`config.mk`:
```
export PLATFORM = sky130hd
export DESIGN_NAME = led_7seg_scan_flat
export DESIGN_NICKNAME = d
export VERILOG_FILES = /design/src/rtl/led7_pkg.sv /design/src/rtl/led_7seg_scan_if.sv /design/src/rtl/bin2bcd_seq.sv /design/src/rtl/led_7seg_scan.sv /design/src/flat_wrapper.sv
export SDC_FILE = /design/constraint.sdc
export NUM_CORES = 1
export LEC_CHECK = 0
export CELL_PAD_IN_SITES_DETAIL_PLACEMENT = 0
export CELL_PAD_IN_SITES_GLOBAL_PLACEMENT = 2
export CORE_UTILIZATION = 41
export DETAILED_ROUTE_END_ITERATION = 6
export GPL_TIMING_DRIVEN = 0
export MAX_ROUTING_LAYER = met4
export PLACE_DENSITY_LB_ADDON = 0.1
export SLEW_MARGIN = 20
export SYNTH_ARGS = -nofsm -noshare
export SYNTH_HDL_FRONTEND = slang
export SYNTH_SLANG_ARGS = --single-unit
```
`constraint.sdc`:
```
create_clock -name clk -period 4.07 [get_ports clk]
set_input_delay 0.407 -clock clk [delete_from_list [all_inputs] [get_ports clk]]
set_output_delay 0.407 -clock clk [all_outputs]
set_load 0.01 [all_outputs]
```
`src/rtl/led7_pkg.sv`:
```
//============================================================
// led7_pkg : 7-segment font, segment constants and helpers
// Rev 1.0
//============================================================
`default_nettype none

package led7_pkg;

  localparam logic [6:0] SEG_BLANK = 7'h7F;
  localparam logic [6:0] SEG_DASH  = 7'b0111111;

  typedef enum logic [0:0] {
    CONV_IDLE  = 1'b0,
    CONV_SHIFT = 1'b1
  } conv_state_t;

  function automatic int cnt_width(input int div);
    return (div > 2) ? $clog2(div) : 1;
  endfunction

  // Bit order {g,f,e,d,c,b,a}, active-low
  function automatic logic [6:0] seg_font(input logic [3:0] nib);
    logic [6:0] seg;
    seg = SEG_BLANK;
    case (nib)
      4'h0: seg = 7'h40;
      4'h1: seg = 7'h79;
      4'h2: seg = 7'h24;
      4'h3: seg = 7'h30;
      4'h4: seg = 7'h19;
      4'h5: seg = 7'h12;
      4'h6: seg = 7'h02;
      4'h7: seg = 7'h78;
      4'h8: seg = 7'h00;
      4'h9: seg = 7'h18;
      4'hA: seg = 7'h08;
      4'hB: seg = 7'h03;
      4'hC: seg = 7'h46;
      4'hD: seg = 7'h21;
      4'hE: seg = 7'h06;
      4'hF: seg = 7'h0E;
      default: seg = SEG_BLANK;
    endcase
    return seg;
  endfunction

endpackage

`default_nettype wire

```
`src/rtl/led_7seg_scan_if.sv`:
```
//============================================================
// led_7seg_scan_if : load/value request bus for the display driver
// Rev 1.0
//============================================================
`default_nettype none

interface led_7seg_scan_if #(
  parameter int DATA_W = 16
);
  logic [DATA_W-1:0] data_in;
  logic              load;
  logic              dec_mode;
  logic              busy;

  modport master (output data_in, output load, output dec_mode, input busy);
  modport slave  (input data_in, input load, input dec_mode, output busy);
endinterface

`default_nettype wire

```
`src/rtl/bin2bcd_seq.sv`:
```
//============================================================
// bin2bcd_seq : sequential double-dabble, one shift per cycle
// Rev 1.0
//============================================================
`default_nettype none

module bin2bcd_seq
  import led7_pkg::*;
#(
  parameter int DATA_W = 16,
  parameter int DIGITS = 4
) (
  input  wire logic                  clk,
  input  wire logic                  rst_n,
  input  wire logic                  start,
  input  wire logic [DATA_W-1:0]     bin,
  output logic                       busy,
  output logic                       done,
  output logic [4*DIGITS-1:0]        bcd,
  output logic                       ovf
);

  localparam int c_bcd_w = 4 * DIGITS;
  localparam int c_cnt_w = $clog2(DATA_W + 1);

  conv_state_t          r_state;
  conv_state_t          w_state_nxt;
  logic [DATA_W-1:0]    r_bin;
  logic [c_bcd_w-1:0]   r_bcd;
  logic [c_bcd_w-1:0]   w_adj;
  logic [c_bcd_w-1:0]   w_shift;
  logic [c_cnt_w-1:0]   r_cnt;
  logic                 r_ovf;
  logic                 w_carry;
  logic                 w_last;

  for (genvar i = 0; i < DIGITS; i++) begin : g_adj
    assign w_adj[4*i +: 4] = (r_bcd[4*i +: 4] >= 4'd5) ? r_bcd[4*i +: 4] + 4'd3
                                                       : r_bcd[4*i +: 4];
  end

  // A bit leaving the top digit means the value needs more than DIGITS digits
  assign w_shift = {w_adj[c_bcd_w-2:0], r_bin[DATA_W-1]};
  assign w_carry = w_adj[c_bcd_w-1];
  assign w_last  = (r_cnt == c_cnt_w'(1));

  always_ff @(posedge clk or negedge rst_n) begin
    if (!rst_n) begin
      r_state <= CONV_IDLE;
    end else begin
      r_state <= w_state_nxt;
    end
  end

  always_comb begin
    w_state_nxt = r_state;
    done        = 1'b0;
    case (r_state)
      CONV_IDLE: begin
        if (start) w_state_nxt = CONV_SHIFT;
      end
      CONV_SHIFT: begin
        if (w_last) begin
          done        = 1'b1;
          w_state_nxt = CONV_IDLE;
        end
      end
      default: w_state_nxt = CONV_IDLE;
    endcase
  end

  always_ff @(posedge clk or negedge rst_n) begin
    if (!rst_n) begin
      r_bin <= '0;
      r_bcd <= '0;
      r_cnt <= '0;
      r_ovf <= 1'b0;
    end else if (r_state == CONV_IDLE) begin
      if (start) begin
        r_bin <= bin;
        r_bcd <= '0;
        r_cnt <= c_cnt_w'(DATA_W);
        r_ovf <= 1'b0;
      end
    end else begin
      r_bin <= r_bin << 1;
      r_bcd <= w_shift;
      r_cnt <= r_cnt - 1'b1;
      r_ovf <= r_ovf | w_carry;
    end
  end

  // bcd/ovf present the result of the shift in progress so the caller can
  // capture the final value on the same edge that busy falls
  assign busy = (r_state == CONV_SHIFT);
  assign bcd  = w_shift;
  assign ovf  = r_ovf | w_carry;

endmodule

`default_nettype wire

```
`src/rtl/led_7seg_scan.sv`:
```
//============================================================
// led_7seg_scan : time-multiplexed N-digit 7-segment driver, hex/decimal
// Rev 1.0
//============================================================
`default_nettype none

module led_7seg_scan
  import led7_pkg::*;
#(
  parameter int DIGITS   = 4,
  parameter int DATA_W   = 16,
  parameter int SCAN_DIV = 50000
) (
  input  wire logic           clk,
  input  wire logic           rst_n,
  led_7seg_scan_if.slave      bus,
  input  wire logic           blank_lz,
  output logic [6:0]          seg,
  output logic [DIGITS-1:0]   an
);

  localparam int c_bcd_w = 4 * DIGITS;
  localparam int c_cnt_w = cnt_width(SCAN_DIV);
  localparam int c_idx_w = (DIGITS > 1) ? $clog2(DIGITS) : 1;
  localparam logic [DIGITS-1:0] c_an_one = DIGITS'(1);

  logic                  w_busy;
  logic                  w_done;
  logic [c_bcd_w-1:0]    w_conv_bcd;
  logic                  w_conv_ovf;
  logic                  w_accept;
  logic                  w_start;

  logic [c_bcd_w-1:0]    r_disp;
  logic                  r_ovf;
  logic [c_cnt_w-1:0]    r_scan_cnt;
  logic [c_idx_w-1:0]    r_idx;
  logic [6:0]            r_seg;
  logic [DIGITS-1:0]     r_an;

  logic [3:0]            w_digits [DIGITS];
  logic [DIGITS-1:0]     w_zero_above;
  logic [3:0]            w_cur;
  logic [6:0]            w_seg_nxt;
  logic [DIGITS-1:0]     w_an_nxt;

  assign w_accept = bus.load & ~w_busy;
  assign w_start  = w_accept & bus.dec_mode;
  assign bus.busy = w_busy;

  bin2bcd_seq #(
    .DATA_W (DATA_W),
    .DIGITS (DIGITS)
  ) u_conv (
    .clk   (clk),
    .rst_n (rst_n),
    .start (w_start),
    .bin   (bus.data_in),
    .busy  (w_busy),
    .done  (w_done),
    .bcd   (w_conv_bcd),
    .ovf   (w_conv_ovf)
  );

  // done and accept are exclusive: done only occurs while busy
  always_ff @(posedge clk or negedge rst_n) begin
    if (!rst_n) begin
      r_disp <= '0;
      r_ovf  <= 1'b0;
    end else if (w_done) begin
      r_disp <= w_conv_bcd;
      r_ovf  <= w_conv_ovf;
    end else if (w_accept) begin
      r_ovf <= 1'b0;
      if (!bus.dec_mode) r_disp <= c_bcd_w'(bus.data_in);
    end
  end

  always_ff @(posedge clk or negedge rst_n) begin
    if (!rst_n) begin
      r_scan_cnt <= '0;
      r_idx      <= '0;
    end else if (r_scan_cnt == c_cnt_w'(SCAN_DIV - 1)) begin
      r_scan_cnt <= '0;
      r_idx      <= (r_idx == c_idx_w'(DIGITS - 1)) ? '0 : r_idx + 1'b1;
    end else begin
      r_scan_cnt <= r_scan_cnt + 1'b1;
    end
  end

  for (genvar i = 0; i < DIGITS; i++) begin : g_digit
    assign w_digits[i]     = r_disp[4*i +: 4];
    assign w_zero_above[i] = (r_disp[c_bcd_w-1:4*i] == '0);
  end

  always_comb begin
    w_cur     = w_digits[r_idx];
    w_an_nxt  = ~(c_an_one << r_idx);
    w_seg_nxt = seg_font(w_cur);
    if (r_ovf) begin
      w_seg_nxt = SEG_DASH;
    end else if (blank_lz && (r_idx != '0) && w_zero_above[r_idx]) begin
      w_seg_nxt = SEG_BLANK;
    end
  end

  // Outputs load only at the start of a digit slot, so a display update
  // never changes the pattern partway through a slot
  always_ff @(posedge clk or negedge rst_n) begin
    if (!rst_n) begin
      r_seg <= SEG_BLANK;
      r_an  <= '1;
    end else if (r_scan_cnt == '0) begin
      r_seg <= w_seg_nxt;
      r_an  <= w_an_nxt;
    end
  end

  assign seg = r_seg;
  assign an  = r_an;

endmodule

`default_nettype wire

```
`src/flat_wrapper.sv`:
```
// flat-port wrapper written by rule: the top's interface ports become plain ports
module led_7seg_scan_flat import led7_pkg::*;
#(
  parameter int DIGITS   = 4,
  parameter int DATA_W   = 16,
  parameter int SCAN_DIV = 50000
)
  (clk, rst_n, blank_lz, seg, an, bus_data_in, bus_load, bus_dec_mode, bus_busy);
  led_7seg_scan_if #(.DATA_W(DATA_W)) bus_i ();
  input  wire logic clk;
  input  wire logic rst_n;
  input  wire logic blank_lz;
  output logic [6:0] seg;
  output logic [DIGITS-1:0] an;
  input wire logic [$bits(bus_i.data_in)-1:0] bus_data_in;
  input wire logic [$bits(bus_i.load)-1:0] bus_load;
  input wire logic [$bits(bus_i.dec_mode)-1:0] bus_dec_mode;
  output wire logic [$bits(bus_i.busy)-1:0] bus_busy;
  assign bus_i.data_in = bus_data_in;
  assign bus_i.load = bus_load;
  assign bus_i.dec_mode = bus_dec_mode;
  assign bus_busy = bus_i.busy;
  led_7seg_scan #(.DIGITS(DIGITS), .DATA_W(DATA_W), .SCAN_DIV(SCAN_DIV)) u_core (.clk(clk), .rst_n(rst_n), .bus(bus_i), .blank_lz(blank_lz), .seg(seg), .an(an));
endmodule
```
==> summary.txt, run 1 <==
Physical implementation.

- Counting I/O delays and the setup requirement, the final critical path takes 2.53 ns.
- The floorplan utilization is 0.430.
- The cell type group with the largest total delay on the critical path is AND-OR/OR-AND gates.
- The global routing report lists met3 layer usage as 0.0286.
- The cell-mix breakdown from Yosys lists the compound-gate area share as 0.124.
- The final setup violation count is 0.
- The master cell of the clock root buffer is clkbuf_8.
- The timing report gives the biggest stage delay along the critical path as 0.56 ns.
- The worst path arrival time is 2.82 ns.
- Ranked by instance count, the synthesized netlist is headed by nand2_1 (79), dfrtp_1 (74), o21ai_0 (29).
- The power dissipated in combinational cells is 1.32 mW.
- The number of gates on the worst path with buffers counted is 8.
- The required time of the critical path is 4.36 ns.
- The net switching share of the total power is 0.397.
- Routed signal wires occupy layers up through met4.
- The clock sink count is 85.
- The flip-flop and latch area is 0.00214 mm2.
- The worst-case IR drop observed on VDD is 0.337 mV.
- The multi-input combinational cells in the finished layout cover a total of 0.00221 mm2.
- The placement report lists the number of port buffers as 32.
- The pin count of the biggest net entering global routing is 47.
- The horizontal die size is 107 um.
- 0 antenna diodes ended up in the layout.
- After synthesis, the chip area reported by Yosys is 0.00452 mm2.
- The worst setup path is of the reg2reg kind.
- The critical path contains buffers and inverters numbering 2 combined.
- According to the finish report, the design has a final net count of 542.
- Of the total synthesized cell area, the portion taken by AND, OR, NAND and NOR gates is 0.175.
- The number of enable flip-flop cells is 0.
- On the final layout, the worst clock skew is 0.0186 ns.
- Relative to the synthesized area, the layout overhead comes to 15.8%.
- The mux share of post-synthesis cell area is 0.0965.
- The first-pass GRT wire length is 17000 um.
- Detailed placement finished with a half-perimeter wire length of 7780 um.
- The number of placement rows is 37.
- Static timing analysis puts the maximum clock frequency at 395 MHz.
- The largest part of the power goes to sequential cells.
- Summed over the clock group, the power is 0.628 mW.
- Global routing put the most usage on met2.
- The power per cell area is 625 mW/mm2.
- Per STA, the worst path is made up of clkbuf_1 -> inv_1 -> ha_1 -> nor4b_1 -> a21oi_1 -> a211oi_1 -> a311oi_1 -> o21ai_0.
- In the final routing, the length of wire on met1 measures 5020 um.
- The run finished with clean final reports.
- The count of nets left with antenna violations once routing finished came out at 0.
- The highest net fanout along the worst path is 9.
- The via count of the first global-routing pass came to 3278.
- Power comes to 3.27 mW.
- The most instantiated flip-flop cell in the synthesis netlist is dfrtp_1.
- The filler cells instantiated in the layout total 990.
- The most common cell in the netlist is nand2_1.
- The number of cells in the finished layout apart from fillers is 641.
- The clock insertion delay at the later pin of the skew report is 0.36 ns.
- Yosys reported a register bit count of 85.
- Of the total power, combinational logic draws 0.402.
- In the routed layout, each cell is associated on average with a via count of 5.26.
- The number of hold violations in the final report is 0.
- After synthesis, the netlist uses 41 different library cells.
- The leakage dissipation is 2.34 nW.
- The mean post-synth cell area is 9.92 um2.
- After synthesis the cells add up to 0.00452 mm2.
- After synthesis, the share of flip-flops with an asynchronous set or reset is 1.00.
- The net count after synthesis is 498.
- Looking at the post-CTS report, the setup buffer insertion count equals 0.
- Of the total power, registers draw 0.406.
- The number of primary I/O pins is 33.
- The report counts max-capacitance violations totalling 0.
- The count of instantiated cells in the yosys netlist is 456.
- The area fraction in full adders, half adders and majority gates is 0.0581.
- The height of the die is 107 um.
- The post-cts hold-fix buffer tally is 0.
- The internal power of the cells totals 1.97 mW.
- By instance count after routing, the leading logic cell types are nand2_1 (79), dfrtp_1 (74), clkdlybuf4s50_1 (31), o21ai_0 (29), a21oi_1 (28).
- The CTS tree is yes.
- The detailed router reports a met2 wire length of 4990 um.
- Of the total synthesized cell area, the portion taken by XOR and XNOR cells is 0.0349.
- The starting DRC count in detailed routing is 140.
- The met1 track demand over resource is 0.261.
- After its last routability iteration, the placer logged a weighted congestion of 0.788.
- Clock tree synthesis inserted a total of 9 buffers.
- Setup repair after global routing left no endpoint under its margin.
- The most common cell after layout, fill and taps aside is nand2_1.
- The instance count of the mapped netlist is 456.
- For this run, the register share of the synthesized area comes to 0.473.
- The fraction of power consumed by the clock network is 0.192.
- The fraction of final layout cells sized beyond drive strength 1 is 0.107.
run 1: sequential cells by signal (all words and copies together) (netlist names):
signal               flops
u_core.r_ovf             1
u_core.seg               7
u_core.r_scan_cnt       16
u_core.an                4
u_core.r_idx             2
u_core.u_conv.r_ovf      1
u_core.u_conv.r_cnt      5
u_core.u_conv.r_bcd     16
u_core.r_disp           16
u_core.u_conv.busy       1
u_core.u_conv.r_bin     16
run 1: final timing paths:
kind	end	start	slack, ns
worst max-delay path	u_core.seg[1]	u_core.r_idx[1]	1.54
worst min-delay path	u_core.r_disp[2]	rst_n	0.07
worst max register to register	u_core.seg[1]	u_core.r_idx[1]	1.54
worst min register to register	u_core.seg[3]	u_core.seg[3]	0.47
max in group asynchronous	u_core.an[0]	rst_n	3.33
min in group clk	u_core.seg[3]	u_core.seg[3]	0.47
run 1: worst register-to-register path: cells and delay by family, from the launching register on:
kind | cells | cell delay, ns
buffers and inverters | 2 | 0.48
AND/OR/NAND/NOR | 1 | 0.37
adder cells (fa/ha/maj) | 1 | 0.22
AND-OR/OR-AND | 4 | 1.02
flip-flops | 1 | 0.38
run 1: through the flow:
stage | TNS (ns) | instance area [um2] | utilization | setup WS, ns
2_1_floorplan | 0 | 4520 | - | 2.02
3_3_place_gp | -48.04 | 5010 | 0.477 | -0.654
3_5_place_dp | 0 | 5030 | 0.479 | 1.55
4_1_cts | 0 | 5240 | 0.499 | 1.54
5_1_grt | 0 | 5240 | 0.499 | 1.29
6_report | 0 | 5240 | 0.499 | 1.54
run 1: final cells by class:
type                    count  share of cell area
multi-input cells         328               0.422
flip-flops and latches     85               0.409
repair buffers             33              0.0645
well taps                 136              0.0325
clock buffers              10              0.0263
plain buffers              22              0.0182
inverters                  21              0.0150
clock inverters             6              0.0134
**Run 1: wiring by layer**

Scale: 3 px per um. Two of the layers only.
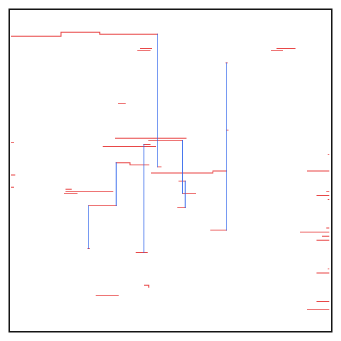
metal 3 -> red  # wire length 268 um
metal 4 -> blue  # wire length 191 um
sum of routed wire length over all layers: 10500 um
wire length per cell after detailed routing: 16.3 um
Total Routing Usage GR: 0.202
overall via count from detail_route: 3370

**Run 1: wiring heat map**

Scale: 3 px per um. The die is cut into 21 by 21 equal tiles; dark blue is low, red is high, scaled to the fullest tile. Values are wire area over tile area, all layers added.
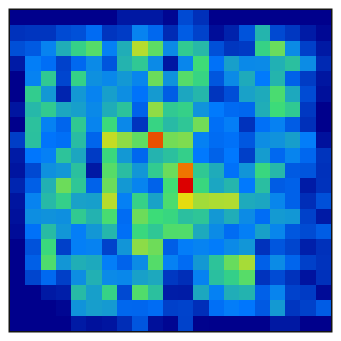
densest ninth of the die = center
nearly empty tiles = 9.8%
mean over tiles = 0.14
tiles over half the peak = 9.3%
fullest tile = 0.53

**Run 1: sequential cells grouped by signal name**

Scale: 6 px per um.
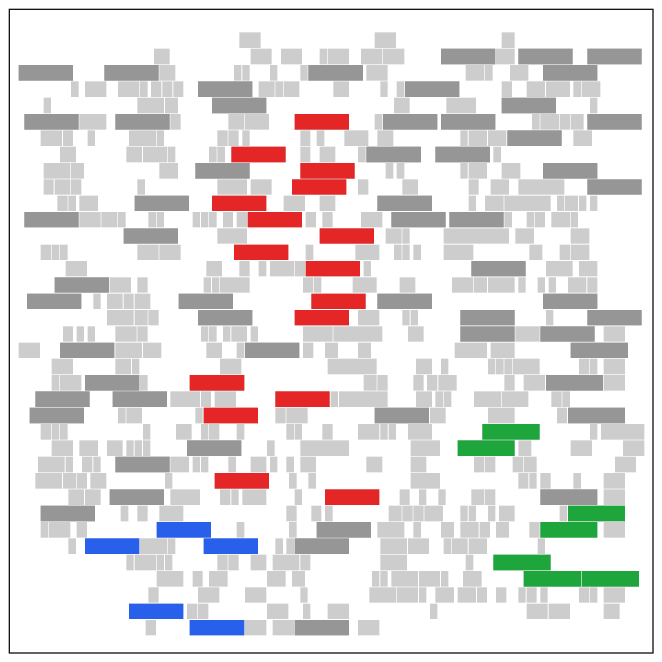
u_core.r_disp -> red  # flops 16
u_core.u_conv.r_cnt -> blue  # flops 5, where lower left
u_core.seg -> green  # flops 7, where lower right

==> run 1 -> run 2 <==
--- a/config.mk
+++ b/config.mk
@@ -7,7 +7,7 @@
 export LEC_CHECK = 0
 export CELL_PAD_IN_SITES_DETAIL_PLACEMENT = 0
 export CELL_PAD_IN_SITES_GLOBAL_PLACEMENT = 2
-export CORE_UTILIZATION = 41
+export CORE_UTILIZATION = 38
 export DETAILED_ROUTE_END_ITERATION = 6
 export GPL_TIMING_DRIVEN = 0
 export MAX_ROUTING_LAYER = met4
==> constraint.sdc (replaced) <==
create_clock -name clk -period 2.6 [get_ports clk]
set_input_delay 0.26 -clock clk [delete_from_list [all_inputs] [get_ports clk]]
set_output_delay 0.26 -clock clk [all_outputs]
set_load 0.01 [all_outputs]
**Run 2: wiring by layer**

Scale: 3 px per um. Two of the layers only.
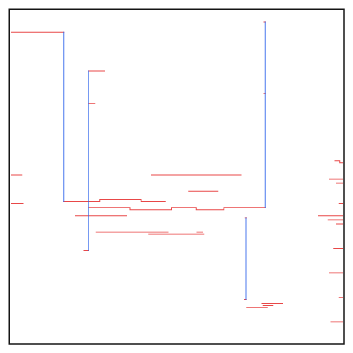
metal 4 -> blue  # wire length 205 um
metal 3 -> red  # wire length 287 um

**Run 2: cell placement**

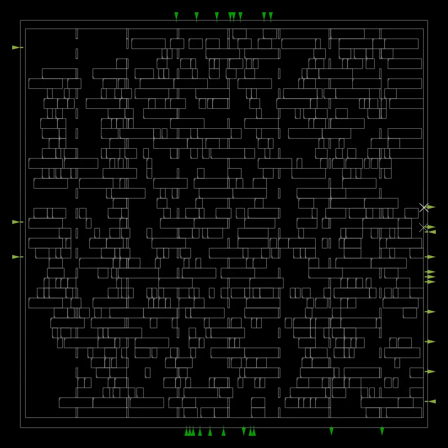
FP Rows: 39
filler-free cell count of the finished design: 649

==> summary.txt, run 2 <==
Physical implementation.

- The flow ran to the end, but the final reports show violations.
- The checks that failed: DRC.
- The number of buffers added on ports is 32 (unchanged).
- The largest share of the power goes to combinational logic.
- The number of library cell types mapped by synthesis is 41 (unchanged).
- The net switching share of the total power was 0.382 (-0.0159).
- The number of hold violations in the final report is 0 (unchanged).
- The average wire per cell in the routed design is 17.1 um (+4.7%).
- The clock-net power is 1.32 mW (+110%).
- The Yosys chip area was 0.00452 mm2 (unchanged).
- The worst setup slack before clock tree synthesis was -0.0180 ns (-1.56 ns).
- The wire length after detailed routing was 11100 um (+6.0%).
- The placed wire-length estimate after detailed placement came to 8150 um (+4.7%).
- The power dissipated in combinational cells is 2.09 mW (+58%).
- The final critical path time including I/O delays and setup is 2.25 ns (-0.284 ns).
- TritonCTS built the clock tree.
- The highest net fanout along the worst path was 8 (-1).
- The count of inserted antenna diode cells is 0 (unchanged).
- The maximum achievable frequency was 445 MHz (+13%).
- The DRC violation total left in the routed layout is recorded as 3.
- The power per cell area came to 1020 mW/mm2 (+63%).
- The required time of the critical path came to 2.88 ns (-1.48 ns).
- The starting DRC count in detailed routing came to 123 (-12%).
- The number of antenna-violating nets in the routed design came to 0 (unchanged).
- The combinational power share is 0.381 (-0.021).
- The clock skew was 0.00622 ns (-0.0124 ns).
- The fraction of power consumed by the clock network is 0.240 (+0.048).
- The power consumption is 5.49 mW (+68%).
- The total negative slack came to 0 ns (unchanged).
- The post-cts hold-fix buffer tally is 1 (+1).
- The setup fix buffers added after clock tree synthesis is 0 (unchanged).
- The instance count of the mapped netlist is 456 (unchanged).
- For this run, the leading register cell type out of synthesis is dfrtp_1.
- Leaving out fill and tap cells, the most frequent cell in the layout is nand2_1.
- The top cell types in the final layout, fill and taps aside, are nand2_1 (79), dfrtp_1 (74), clkdlybuf4s50_1 (31), o21ai_0 (29), a21oi_1 (28).
- The leakage dissipation came to 2.39 nW (+2.2%).
- The number of CTS-inserted buffers is 9 (unchanged).
- The horizontal die size came to 111 um (+3.8%).
- The post-route cell area is 0.00538 mm2 (+2.7%).
- The commonest cells after synthesis are nand2_1 (79), dfrtp_1 (74), o21ai_0 (29).
- The number of enable flip-flop cells is 0 (unchanged).
- For reference, the critical path cell chain is buf_2 -> mux4_2 -> inv_1 -> ha_1 -> o32ai_1 -> nor4_1 -> a21oi_1.
- The height of the die is 111 um (+3.8%).
- The net count after synthesis came to 498 (unchanged).
- The portion of the post-synthesis area used by sequential elements was 0.473 (unchanged).
- The share of async-settable or async-resettable flops after synthesis is 1.00 (unchanged).
- The final core area utilization is 0.467 (-0.0312).
- The synthesized area is 0.00452 mm2 (unchanged).
- Setup repair after global routing left no endpoint under its margin.
- The worst supply voltage drop on vdd came to 0.481 mV (+43%).
- The internal power component is 3.39 mW (+72%).
- The final-layout fill cell count is 1152 (+16%).
- The setup slack of the worst register-to-register path is 0.35 ns (-1.19 ns).
- The total routing usage reported by global routing came to 0.206 (+0.00350).
- The total placed instance area is 0.00505 mm2 (+0.40%).
- The via count of the first global-routing pass is 3550 (+8.3%).
- The critical path is of the reg2reg type.
- The floorplan utilization was 0.393 (-0.0376).
- The maximum count of clock buffers along a single path is 2.
- The via count normalized by instance count is 5.24 (-0.29%).
- The first-pass GRT wire length is 18800 um (+11%).
- The fraction of final layout cells sized beyond drive strength 1 is 0.109 (+0.00176).
## run 2: critical path: cells and delay by family (launching register included)
family / cells / cell delay, ns
multiplexers: 1 / 0.62
adder cells (fa/ha/maj): 1 / 0.29
flip-flops: 1 / 0.38
AND/OR/NAND/NOR: 1 / 0.09
AND-OR/OR-AND: 2 / 0.42
buffers and inverters: 2 / 0.38
## run 2: worst paths after layout
path                                             end       startpoint  cells past startpoint
min in group clk                       u_core.seg[3]    u_core.seg[3]                      2
max in group asynchronous              u_core.seg[1]            rst_n                      3
worst max-delay path                   u_core.seg[3]  u_core.r_idx[0]                      7
worst min-delay path            u_core.r_scan_cnt[0]            rst_n                      2
worst min register to register         u_core.seg[3]    u_core.seg[3]                      2
worst max register to register         u_core.seg[3]  u_core.r_idx[0]                      7
## run 2: cell type report
type	instances	area, um2	share of cell area
multi-input combinational	328	2230	0.414
sequential	85	2140	0.398
timing repair buffer	34	359	0.0667
clock buffer	11	243	0.0451
tap	143	179	0.0332
buffer	22	95.1	0.0177
inverter	21	78.8	0.0146
clock inverter	5	58.8	0.0109
## run 2: kinds of logic after synthesis
| logic type | Yosys count | share of synthesized area |
|---|---|---|
| AOI/OAI and AO/OA | 93 | 0.124 |
| and+or+nand+nor | 159 | 0.175 |
| adders and majority gates | 21 | 0.0581 |
| DFF | 85 | 0.473 |
| buffers and inverters | 43 | 0.0384 |
| xor gates and xnor gates | 18 | 0.0349 |
| muxes | 37 | 0.0965 |
## run 2: routing by layer
layer  global-route usage  vias up  part of all wire
li1                     -     1685                 -
met1                0.247     1662              0.45
met2                0.346       44              0.50
met3               0.0284       11             0.026
met4               0.0883        0             0.018
met5                    -        -                 0
No activity file was given, so power comes from the tool's default toggle rates.
